<file path="src/rtl/register_unit_pkg.sv">
// rtl/register_unit_pkg.sv - shared widths, index/word types and constants for the RV32I register file

package register_unit_pkg;

    localparam int XLEN      = 32;
    localparam int NREGS     = 32;
    localparam int REG_IDX_W = 5;

    typedef logic [REG_IDX_W-1:0] reg_idx_t;
    typedef logic [XLEN-1:0]      xlen_word_t;

    localparam reg_idx_t ZERO_REG = 5'd0;

endpackage

</file>
<file path="src/rtl/register_unit_read_port.sv">
// rtl/register_unit_read_port.sv - combinational read mux with x0 masking; forwarding under REGISTER_UNIT_WRITE_BYPASS_EN

module register_unit_read_port
    import register_unit_pkg::*;
#(
    parameter int XLEN  = register_unit_pkg::XLEN,
    parameter int NREGS = register_unit_pkg::NREGS
) (
    input  logic             rst_n,
    input  logic [XLEN-1:0]  regs [NREGS],
    input  reg_idx_t         idx,
    input  logic             wr_en,
    input  reg_idx_t         wr_idx,
    input  logic [XLEN-1:0]  wr_data,
    output logic [XLEN-1:0]  data
);

    logic [XLEN-1:0] stored;

    assign stored = (idx == ZERO_REG) ? '0 : regs[idx];

`ifdef REGISTER_UNIT_WRITE_BYPASS_EN
    logic hit;

    // Forward writeback data to decode in the same cycle; never for x0 or in reset.
    assign hit  = rst_n && wr_en && (wr_idx != ZERO_REG) && (wr_idx == idx);
    assign data = hit ? wr_data : stored;
`else
    logic unused_bypass_inputs;

    assign unused_bypass_inputs = ^{rst_n, wr_en, wr_idx, wr_data};
    assign data = stored;
`endif

endmodule

</file>
<file path="src/rtl/register_unit.sv">
// rtl/register_unit.sv - 32x32 register file, two async read ports, one sync write port (option: REGISTER_UNIT_WRITE_BYPASS_EN)

module register_unit
    import register_unit_pkg::*;
#(
    parameter int XLEN  = register_unit_pkg::XLEN,
    parameter int NREGS = register_unit_pkg::NREGS
) (
    input  logic             clk,
    input  logic             rst_n,
    input  logic             RUWr,
    input  reg_idx_t         rs1,
    input  reg_idx_t         rs2,
    input  reg_idx_t         rd,
    input  logic [XLEN-1:0]  RUDataWr,
    output logic [XLEN-1:0]  RUrs1,
    output logic [XLEN-1:0]  RUrs2
);

    logic [XLEN-1:0] regs [NREGS];

    // Entry 0 is never written, so it stays at its reset value of zero.
    always_ff @(posedge clk or negedge rst_n) begin
        if (!rst_n) begin
            for (int i = 0; i < NREGS; i++) begin
                regs[i] <= '0;
            end
        end else if (RUWr && (rd != ZERO_REG)) begin
            regs[rd] <= RUDataWr;
        end
    end

    register_unit_read_port #(
        .XLEN  (XLEN),
        .NREGS (NREGS)
    ) u_read_rs1 (
        .rst_n   (rst_n),
        .regs    (regs),
        .idx     (rs1),
        .wr_en   (RUWr),
        .wr_idx  (rd),
        .wr_data (RUDataWr),
        .data    (RUrs1)
    );

    register_unit_read_port #(
        .XLEN  (XLEN),
        .NREGS (NREGS)
    ) u_read_rs2 (
        .rst_n   (rst_n),
        .regs    (regs),
        .idx     (rs2),
        .wr_en   (RUWr),
        .wr_idx  (rd),
        .wr_data (RUDataWr),
        .data    (RUrs2)
    );

endmodule

</file>
<file path="config.mk">
export PLATFORM = sky130hd
export DESIGN_NAME = register_unit
export DESIGN_NICKNAME = d
export VERILOG_FILES = /design/src/rtl/register_unit_pkg.sv /design/src/rtl/register_unit_read_port.sv /design/src/rtl/register_unit.sv
export SDC_FILE = /design/constraint.sdc
export NUM_CORES = 2
export LEC_CHECK = 0
export CAP_MARGIN = 0
export CORE_ASPECT_RATIO = 0.6
export CORE_UTILIZATION = 60
export DETAILED_ROUTE_END_ITERATION = 10
export PLACE_DENSITY = 0.77
export RECOVER_POWER = 50
export SETUP_SLACK_MARGIN = 0.2
export SLEW_MARGIN = 20
export SYNTH_ARGS = -nofsm -noshare
export SYNTH_HDL_FRONTEND = slang
export SYNTH_SLANG_ARGS = --single-unit
export TNS_END_PERCENT = 50
</file>
<file path="constraint.sdc">
create_clock -name clk -period 3.4 [get_ports clk]
set_clock_uncertainty 0.05 [all_clocks]
set_input_delay 0.68 -clock clk [delete_from_list [all_inputs] [get_ports clk]]
set_output_delay 0.68 -clock clk [all_outputs]
set_load 0.01 [all_outputs]
</file>
**Wire density map**

Bar = 100 um. The die is cut into 39 by 24 equal tiles; dark purple is low, yellow is high, scaled to the fullest tile. Values are wire area over tile area, all layers added.
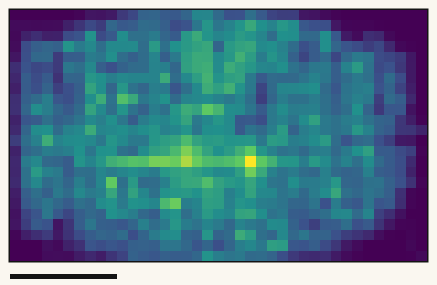
The mean over all tiles is 0.37. The fullest tile reaches 1.1. 18% of the tiles are over half the peak. 7.7% of the tiles are nearly empty.

**Wires at chosen ports, followed through buffers**

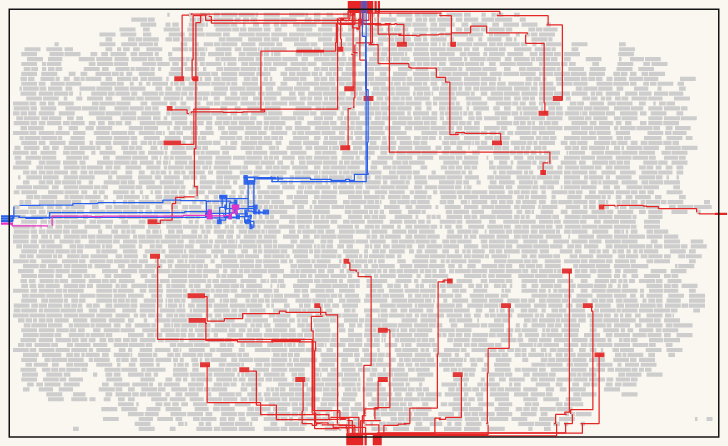
RUWr: shown in magenta, bits 1, direction input, end cells 6, buffers 1, wire 141 um. rd: shown in blue, bits 5, direction input, end cells 22, buffers 5, wire 950 um. RUrs1: shown in red, bits 32, direction output, end cells 32, buffers 47, wire 4,000 um.

**Cells coloured by class**

Bar = 100 um.
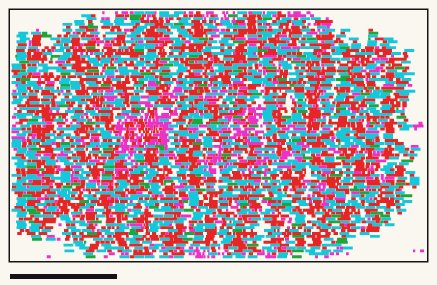
remaining buffers and delay cells: shown in magenta, cells 668, share of their area 12%. registers: shown in cyan, cells 1,024, share of their area 40%. remaining logic cells: shown in red, cells 2,134, share of their area 43%. clock drivers and dummy loads: shown in green, cells 175, share of their area 5.2%.

==> results.toml <==
# synthesis and place-and-route metrics
[outcome]
status = "finished, violations left"
violations = "max-capacitance violations, max-slew violations"

[route]
drtIter0Drc = 5395
wirelength_um = 191000
first_pass_iters = 6
dr_total_vias = 39082
wl_met2_um = 81500

[final_layout]
reg_top3 = "regs (1024)"
n_fill_cell = 5314
clockBufferCount = 135
buf_share_pct = 11.4
comb.multi_input.count = 2132
regArea_mm2 = 0.0256
seq_area_share_pct = 39.0
combGateArea_mm2 = 0.0277
n_antenna_cell = 7
sh_comb_area_pct = 42.2
drive_gt1_share_pct = 60.0
lay_top_count = "dfrtp_1"
mostFrequentLayoutCells = "dfrtp_1 (1,024), mux2_2 (999), mux4_2 (448)"
largest_register_ffs = 1024
largest_class = "logic gates"

[critical_path]
crit_arrival_ps = 2650
cp_max_fo = 8
cp_slowest_cell = "mux4_2"
path_cells = "buf_16 > buf_12 > buf_16 > buf_8 > mux4_2 > mux2i_1 > a221o_1 > a31oi_4 > buf_6 > buf_6"

[grt]
grt_first_pass_wirelength_um = 277000
antenna_found_initial = 13
track_usage_pct = 41.7

[floorplan]
fp_util_pct = 60.6
rows = 85
die_x_um = 391
io_pins = 114
nWellTaps = 1218

[placement]
port_buffers = 113
dp_hpwl_um = 119000

[synthesis]
yosys-mux-area-fraction_pct = 43.3
synth.distinct_cells = 37
netlist_area_mm2 = 0.0544
area_leaders = "dfrtp_1 (47%), mux2_2 (21%), mux4_2 (19%), mux2i_1 (3.5%), clkbuf_1 (1.6%)"
yosysTopAreaCellShare_pct = 47.1
synth_top_cell_by_area = "dfrtp_1"

[min_path]
hp-class = "reg2reg"

[pwr]
sw_frac_of_total_pct = 28.5
powerClk_mw = 11.6

[clock_tree]
cts_max_level = 3
clk_pin_slew_worst_paths_ps = 70

[timing]
clock.fmax_mhz = 296
maxSlewViolCount = 60
finalSetupViolations = 0

[job]
cap_violations = 1
**Routing congestion**

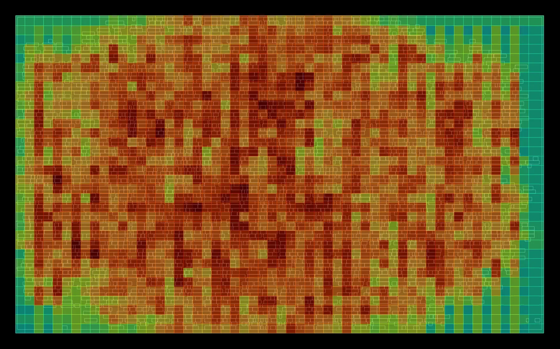
routing usage on met2: 58.2%
final core occ: 73.3%
GRT Max-Usage Layer: met2
Routed WL per cell: 36.6 um
met1 Resource Use GR: 57.4%

**Sizing map**

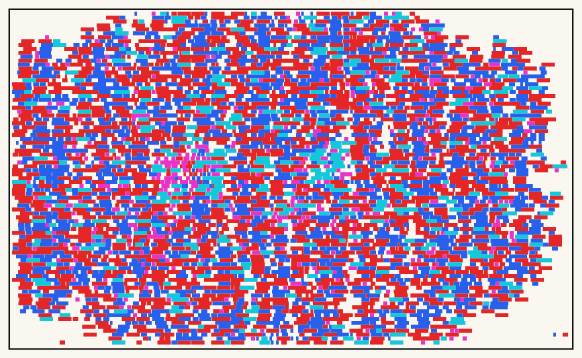
x1 and smaller: shown in red, cells 1,599. x6 and larger: shown in cyan, cells 354. x3 and x4: shown in magenta, cells 404. x2: shown in blue, cells 1,644.

## timing repair
action / 4_1_cts / 5_1_grt
endpoints found under the setup margin: 64 / 59
buffers inserted: 49 / 53
cloned: 14 / 7
pin swaps: 66 / 24
hold buffers: 1 / 0
endpoints found under the hold margin: 46 / 0
gates resized: 463 / 78
## path summary, 6_finish.rpt
kind                             from          to  slack (ps)  cells past startpoint
setup / recovery               rs2[0]   RUrs2[16]          20                     10
hold / removal             regs[1018]  regs[1018]         350                      0
setup reg to reg            regs[607]   regs[607]        2410                      2
hold reg to reg            regs[1018]  regs[1018]         350                      0
max in group asynchronous       rst_n   regs[986]         340                      4
min in group asynchronous       rst_n   regs[950]        1190                      2
## cell usage after synthesis
| cell type | number |
|---|---|
| a211oi_1 | 32 |
| a221o_1 | 32 |
| a221oi_1 | 49 |
| a22oi_1 | 64 |
| a311oi_1 | 32 |
| a31oi_1 | 32 |
| and2_1 | 2 |
| and2b_1 | 2 |
| and3_1 | 1 |
| and3b_1 | 1 |
| buf_1 | 13 |
| buf_12 | 1 |
| buf_2 | 131 |
| buf_4 | 42 |
| buf_6 | 6 |
| buf_8 | 5 |
| clkbuf_1 | 231 |
| dfrtp_1 | 1024 |
| inv_1 | 2 |
| mux2_1 | 18 |
| mux2_2 | 1006 |
| mux2i_1 | 192 |
| mux4_2 | 448 |
| nand2_1 | 45 |
| nand2b_1 | 4 |
| nand3_1 | 4 |
| nand4_1 | 1 |
| nand4b_1 | 1 |
| nor2_1 | 21 |
| nor2b_1 | 43 |
| nor3_1 | 3 |
| o2111ai_1 | 15 |
| o21ai_0 | 60 |
| o21ai_1 | 21 |
| or2_2 | 1 |
| or3_1 | 1 |
| or4_1 | 1 |
